==> src/rtl/gpio_bank_if.sv <==
// Data-memory bus slice seen by the GPIO bank: write strobe, address, write data, read data.
interface gpio_bank_if #(
  parameter int unsigned N_CH = 2,
  parameter int unsigned DW   = 32
) ();
  localparam int unsigned AW = $clog2(N_CH) + 3;

  logic          WE;
  logic [AW-1:0] A;
  logic [DW-1:0] WD;
  logic [DW-1:0] RD;

  modport master (output WE, output A, output WD, input RD);
  modport slave  (input WE, input A, input WD, output RD);
endinterface

==> src/rtl/gpio_bank.sv <==
// Memory-mapped GPIO bank: synchronised inputs, set/clear/toggle outputs, sticky rising-edge
// interrupt status with per-bit enables folded into a single Irq line.
module gpio_bank #(
  parameter int unsigned    N_CH    = 2,
  parameter int unsigned    DW      = 32,
  parameter int unsigned    SYNC    = 2,
  parameter logic [DW-1:0]  OUT_RST = '0
) (
  input  logic               Clk,
  input  logic               Rst,
  gpio_bank_if.slave         bus,
  input  logic [N_CH*DW-1:0] gpI,
  output logic [N_CH*DW-1:0] gpO,
  output logic               Irq
);
  localparam int unsigned CW = $clog2(SYNC + 2);

  typedef enum logic [2:0] {
    RegIn   = 3'd0,
    RegOut  = 3'd1,
    RegSet  = 3'd2,
    RegClr  = 3'd3,
    RegTgl  = 3'd4,
    RegIen  = 3'd5,
    RegStat = 3'd6,
    RegRsvd = 3'd7
  } regAddrT;

  logic [DW-1:0] syncQ [N_CH][SYNC];
  logic [DW-1:0] prevQ [N_CH];
  logic [DW-1:0] outQ  [N_CH];
  logic [DW-1:0] outD  [N_CH];
  logic [DW-1:0] ienQ  [N_CH];
  logic [DW-1:0] ienD  [N_CH];
  logic [DW-1:0] statQ [N_CH];
  logic [DW-1:0] statD [N_CH];
  logic [DW-1:0] rise  [N_CH];
  logic [CW-1:0] cntQ;
  logic          armedQ;
  int unsigned   chIdx;
  regAddrT       regSel;

  // Out-of-range channel indices simply never match a channel below.
  assign chIdx  = 32'(bus.A >> 3);
  assign regSel = regAddrT'(bus.A[2:0]);

  always_comb begin
    for (int unsigned c = 0; c < N_CH; c++) begin
      rise[c]  = armedQ ? (syncQ[c][SYNC-1] & ~prevQ[c]) : '0;
      outD[c]  = outQ[c];
      ienD[c]  = ienQ[c];
      statD[c] = statQ[c] | rise[c];
      if (bus.WE && chIdx == c) begin
        case (regSel)
          RegOut:  outD[c]  = bus.WD;
          RegSet:  outD[c]  = outQ[c] | bus.WD;
          RegClr:  outD[c]  = outQ[c] & ~bus.WD;
          RegTgl:  outD[c]  = outQ[c] ^ bus.WD;
          RegIen:  ienD[c]  = bus.WD;
          // A new rise in the same cycle beats the clear.
          RegStat: statD[c] = (statQ[c] & ~bus.WD) | rise[c];
          default: ;
        endcase
      end
    end
  end

  always_ff @(posedge Clk) begin
    if (Rst) begin
      for (int unsigned c = 0; c < N_CH; c++) begin
        for (int unsigned s = 0; s < SYNC; s++) syncQ[c][s] <= '0;
        prevQ[c] <= '0;
        outQ[c]  <= OUT_RST;
        ienQ[c]  <= '0;
        statQ[c] <= '0;
      end
      cntQ   <= '0;
      armedQ <= 1'b0;
    end else begin
      for (int unsigned c = 0; c < N_CH; c++) begin
        syncQ[c][0] <= gpI[c*DW +: DW];
        for (int unsigned s = 1; s < SYNC; s++) syncQ[c][s] <= syncQ[c][s-1];
        prevQ[c] <= syncQ[c][SYNC-1];
        outQ[c]  <= outD[c];
        ienQ[c]  <= ienD[c];
        statQ[c] <= statD[c];
      end
      // Arm only once prev holds a real sample, so pins high out of reset never look like rises.
      if (!armedQ) cntQ <= cntQ + 1'b1;
      armedQ <= armedQ | (cntQ == CW'(SYNC));
    end
  end

  always_comb begin
    bus.RD = '0;
    for (int unsigned c = 0; c < N_CH; c++) begin
      if (chIdx == c) begin
        case (regSel)
          RegIn:   bus.RD = syncQ[c][SYNC-1];
          RegOut:  bus.RD = outQ[c];
          RegIen:  bus.RD = ienQ[c];
          RegStat: bus.RD = statQ[c];
          default: bus.RD = '0;
        endcase
      end
    end
  end

  always_comb begin
    Irq = 1'b0;
    for (int unsigned c = 0; c < N_CH; c++) begin
      gpO[c*DW +: DW] = outQ[c];
      Irq = Irq | (|(statQ[c] & ienQ[c]));
    end
  end
endmodule
==> src/flat_wrapper.sv <==
// flat-port wrapper written by rule: the top's interface ports become plain ports
module gpio_bank_flat 
#(
  parameter int unsigned    N_CH    = 2,
  parameter int unsigned    DW      = 32,
  parameter int unsigned    SYNC    = 2,
  parameter logic [DW-1:0]  OUT_RST = '0
)
  (Clk, Rst, gpI, gpO, Irq, bus_WE, bus_A, bus_WD, bus_RD);
  gpio_bank_if #(.N_CH(N_CH), .DW(DW)) bus_i ();
  input  logic Clk;
  input  logic Rst;
  input  logic [N_CH*DW-1:0] gpI;
  output logic [N_CH*DW-1:0] gpO;
  output logic Irq;
  input wire logic [$bits(bus_i.WE)-1:0] bus_WE;
  input wire logic [$bits(bus_i.A)-1:0] bus_A;
  input wire logic [$bits(bus_i.WD)-1:0] bus_WD;
  output wire logic [$bits(bus_i.RD)-1:0] bus_RD;
  assign bus_i.WE = bus_WE;
  assign bus_i.A = bus_A;
  assign bus_i.WD = bus_WD;
  assign bus_RD = bus_i.RD;
  gpio_bank #(.N_CH(N_CH), .DW(DW), .SYNC(SYNC), .OUT_RST(OUT_RST)) u_core (.Clk(Clk), .Rst(Rst), .bus(bus_i), .gpI(gpI), .gpO(gpO), .Irq(Irq));
endmodule
==> config.mk <==
export PLATFORM = sky130hd
export DESIGN_NAME = gpio_bank_flat
export DESIGN_NICKNAME = d
export VERILOG_FILES = /design/src/rtl/gpio_bank_if.sv /design/src/rtl/gpio_bank.sv /design/src/flat_wrapper.sv
export SDC_FILE = /design/constraint.sdc
export NUM_CORES = 1
export LEC_CHECK = 0
export CORE_AREA = 2 2 229 231
export CTS_CLUSTER_SIZE = 14
export DETAILED_ROUTE_END_ITERATION = 8
export DIE_AREA = 0 0 231 233
export PLACE_DENSITY = 0.65
export SLEW_MARGIN = 20
export SYNTH_ARGS = -nofsm -noshare
export SYNTH_HDL_FRONTEND = slang
export SYNTH_SLANG_ARGS = --single-unit
export TNS_END_PERCENT = 5
==> constraint.sdc <==
create_clock -name Clk -period 2.4 [get_ports Clk]
set_input_delay 0.48 -clock Clk [delete_from_list [all_inputs] [get_ports Clk]]
set_output_delay 0.48 -clock Clk [all_outputs]
set_load 0.02 [all_outputs]
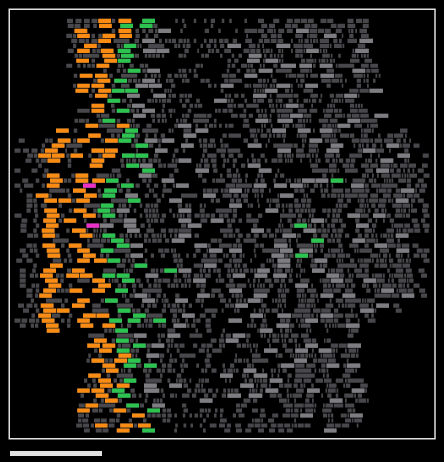
Fig. 1. Where the registers sit (run 1).
Bar = 50 um. Other sequential cells in the stronger grey, the rest of the logic in the fainter grey.
Orange is u_core.syncQ, sequential cells 128, where a column on the left. Green is u_core.prevQ, sequential cells 64, where a column on the left. Magenta is u_core.cntQ, sequential cells 2.
Another 193 sequential cells are not coloured.
area taken by flip-flops and latches: 7810 um2
seq pwr: 0.00701 W
flop share of the area: 31.2%

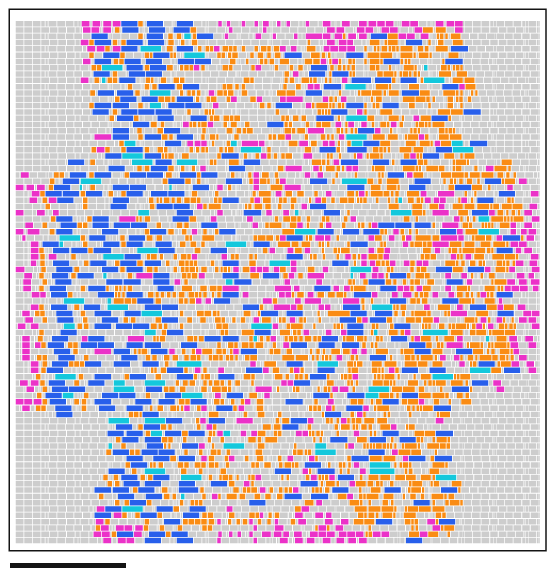
Fig. 2. Placement by cell class (run 1).
Bar = 50 um. Fill, decap, tap and diode cells in grey.
Cyan is clock drivers and dummy loads, cells 81, share of their area 6.3%. Blue is registers, cells 387, share of their area 32%. Magenta is remaining buffers and delay cells, cells 480, share of their area 18%. Orange is remaining logic cells, cells 1592, share of their area 43%.
core area: 51100 um2
design area: 25000 um2
std cell rows: 83
fin util: 48.9%

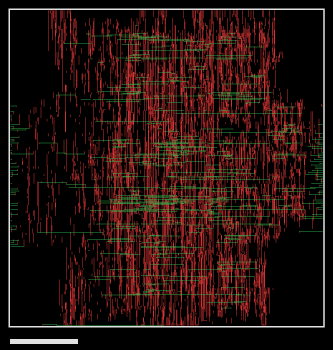
Fig. 3. Signal wires by layer (run 1).
Bar = 50 um. Only two layers are drawn.
Red is M2, wire length 28.8 mm. Green is M3, wire length 5790 um.
via count: 17300
drt total wl: 70600 um
Total GRT Usage: 25.9%
drt wl/cell: 21.9 um

==> impl_metrics.yaml, run 1 <==
# flow metrics
status:
  outcome: "finished with violations"
  violations: "negative setup slack"
drt:
  vias_per_cell: 5.37
  wl_met2_um: 28800
  highest_layer: "met4"
pwr:
  clock_net_power_w: 0.00699
  p_comb_w: 0.00252
  maxPowerGroup: "sequential cells"
  cellPowerDensity_nw_per_um2: 661
  irDropWorstVdd_mv: 0.456
  p_seq_share_pct: 42.5
clocking:
  cts_tree: "yes"
  clkLatencyLatePin_ns: 0.58
  cts.clk_slew.worst_paths_ns: 0.06
global_route:
  overflow: 0
  grt_max_degree: 64
  met1_usage_pct: 38.8
floorplan:
  die-area_um2: 53800
  floorplan.core_util_pct: 36.9
placed_design:
  routabilityCongestion: 0.956
  placed_cells: 3139
  io_buffer_count: 199
  placedInstanceArea_um2: 23300
worst_setup_path:
  critical_path_buf_inv_count: 2
  endpoint: "Irq"
  r2r_cells: 3
  cp_data_required_time_ns: 1.92
  crit_slowest_cell: "or4_4"
  r2r_start: "u_core.armedQ"
  crit_chain: "a22o_1 > a221oi_2 > buf_4 > nand4_1 > or4_4 > buf_6"
yosys:
  yosys_warnings: 0
  synthTopCellsByCount: "dfxtp_1, nand2_1, o21ai_0, a21oi_1, nor2b_1"
  yosysChipArea_um2: 18900
  top_cells_by_area: "dfxtp_1, ha_1, nor2b_1"
  avgSynthCellArea_um2: 8.76
  ys_sh_adder_pct: 8.56
  synth_nets: 2383
  most_common_cell: "dfxtp_1"
  ys_seq_share_pct: 41.1
  syn_area_um2: 18900
  muxShareOfSynthArea_pct: 1.64
timing:
  fin_ws_ns: -0.448
  setup_viol: 2
layout:
  flops: 387
  antennaDiodeCount: 0
  lay_top_cells: "dfxtp_1, buf_4, nand2_1"
  fill_cells: 4897
  syn_to_final_growth_pct: 32.6
min_path:
  hp-start: "Rst"
  hold_depth: 2
Fig. 4: run 1, congestion heat map
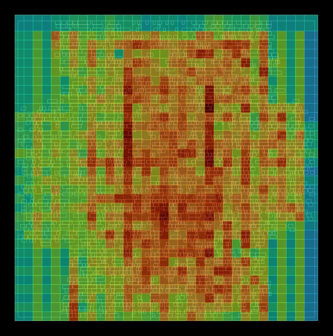

==> inputs of run 2 (changes only) <==
==> constraint.sdc (replaced) <==
create_clock -name Clk -period 3.4 [get_ports Clk]
set_input_delay 0.68 -clock Clk [delete_from_list [all_inputs] [get_ports Clk]]
set_output_delay 0.68 -clock Clk [all_outputs]
set_load 0.02 [all_outputs]
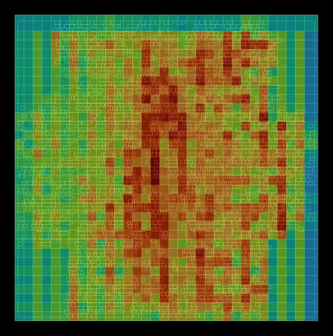
Fig. 5. Congestion heat map (run 2).
GR peak layer: met1
Global Route met2 Usage: 34.1%
M1 GR Usage: 36.6%
fin util: 44.8%
drt wl/cell: 22.1 um

==> run 2 against run 1 <==
Sequential share of layout area increased by 2.6 points. The run now ends clean. Synthesized cell count unchanged. Count of clock-buffer cells in the layout up 2.
==> impl_metrics.yaml, run 2 <==
# flow metrics
floorplan:
  core_um2: 51100
  die-area_um2: 53800
  row_count: 83
  floorplan.core_util_pct: 36.9
placed_design:
  placed_cells: 2914
  io_buffer_count: 199
  routabilityCongestion: 0.925
clocking:
  cts.clk_slew.worst_paths_ns: 0.06
  cts_tree: "yes"
  clkLatencyLatePin_ns: 0.56
layout:
  antennaDiodeCount: 3
  syn_to_final_growth_pct: 21.4
  flop_area_um2: 7750
  lay_top_cells: "dfxtp_1, nand2_1, o21ai_0"
  fin_area_um2: 22900
yosys:
  most_common_cell: "dfxtp_1"
  ys_seq_share_pct: 41.1
  top_cells_by_area: "dfxtp_1, ha_1, nor2b_1"
  yosysChipArea_um2: 18900
  syn_area_um2: 18900
  synthTopCellsByCount: "dfxtp_1, nand2_1, o21ai_0, a21oi_1, nor2b_1"
  avgSynthCellArea_um2: 8.76
  synth_nets: 2383
  ys_sh_adder_pct: 8.56
global_route:
  overflow: 0
  grt.total_usage_pct: 24.2
  grt_max_degree: 104
drt:
  wl_met2_um: 26800
  highest_layer: "met4"
  vias_per_cell: 5.48
  vias: 16400
worst_setup_path:
  crit_chain: "a22o_1 > a221oi_1 > nand4_1 > or4_4 > dlygate4sd2_1"
  endpoint: "Irq"
  r2r_start: "u_core.armedQ"
  cp_data_required_time_ns: 2.72
  crit_slowest_cell: "or4_4"
  critical_path_buf_inv_count: 1
pwr:
  irDropWorstVdd_mv: 0.305
  cellPowerDensity_nw_per_um2: 479
  maxPowerGroup: "sequential cells"
  p_seq_share_pct: 45.7
  p_comb_w: 0.00151
  sequentialPower_w: 0.00501
status:
  outcome: "finished clean"
min_path:
  hold_depth: 1
  hp-start: "u_core.syncQ[0][33]"
timing:
  setup_viol: 0
  fin_ws_ns: 0.0915
Power and IR drop assume default switching activity.
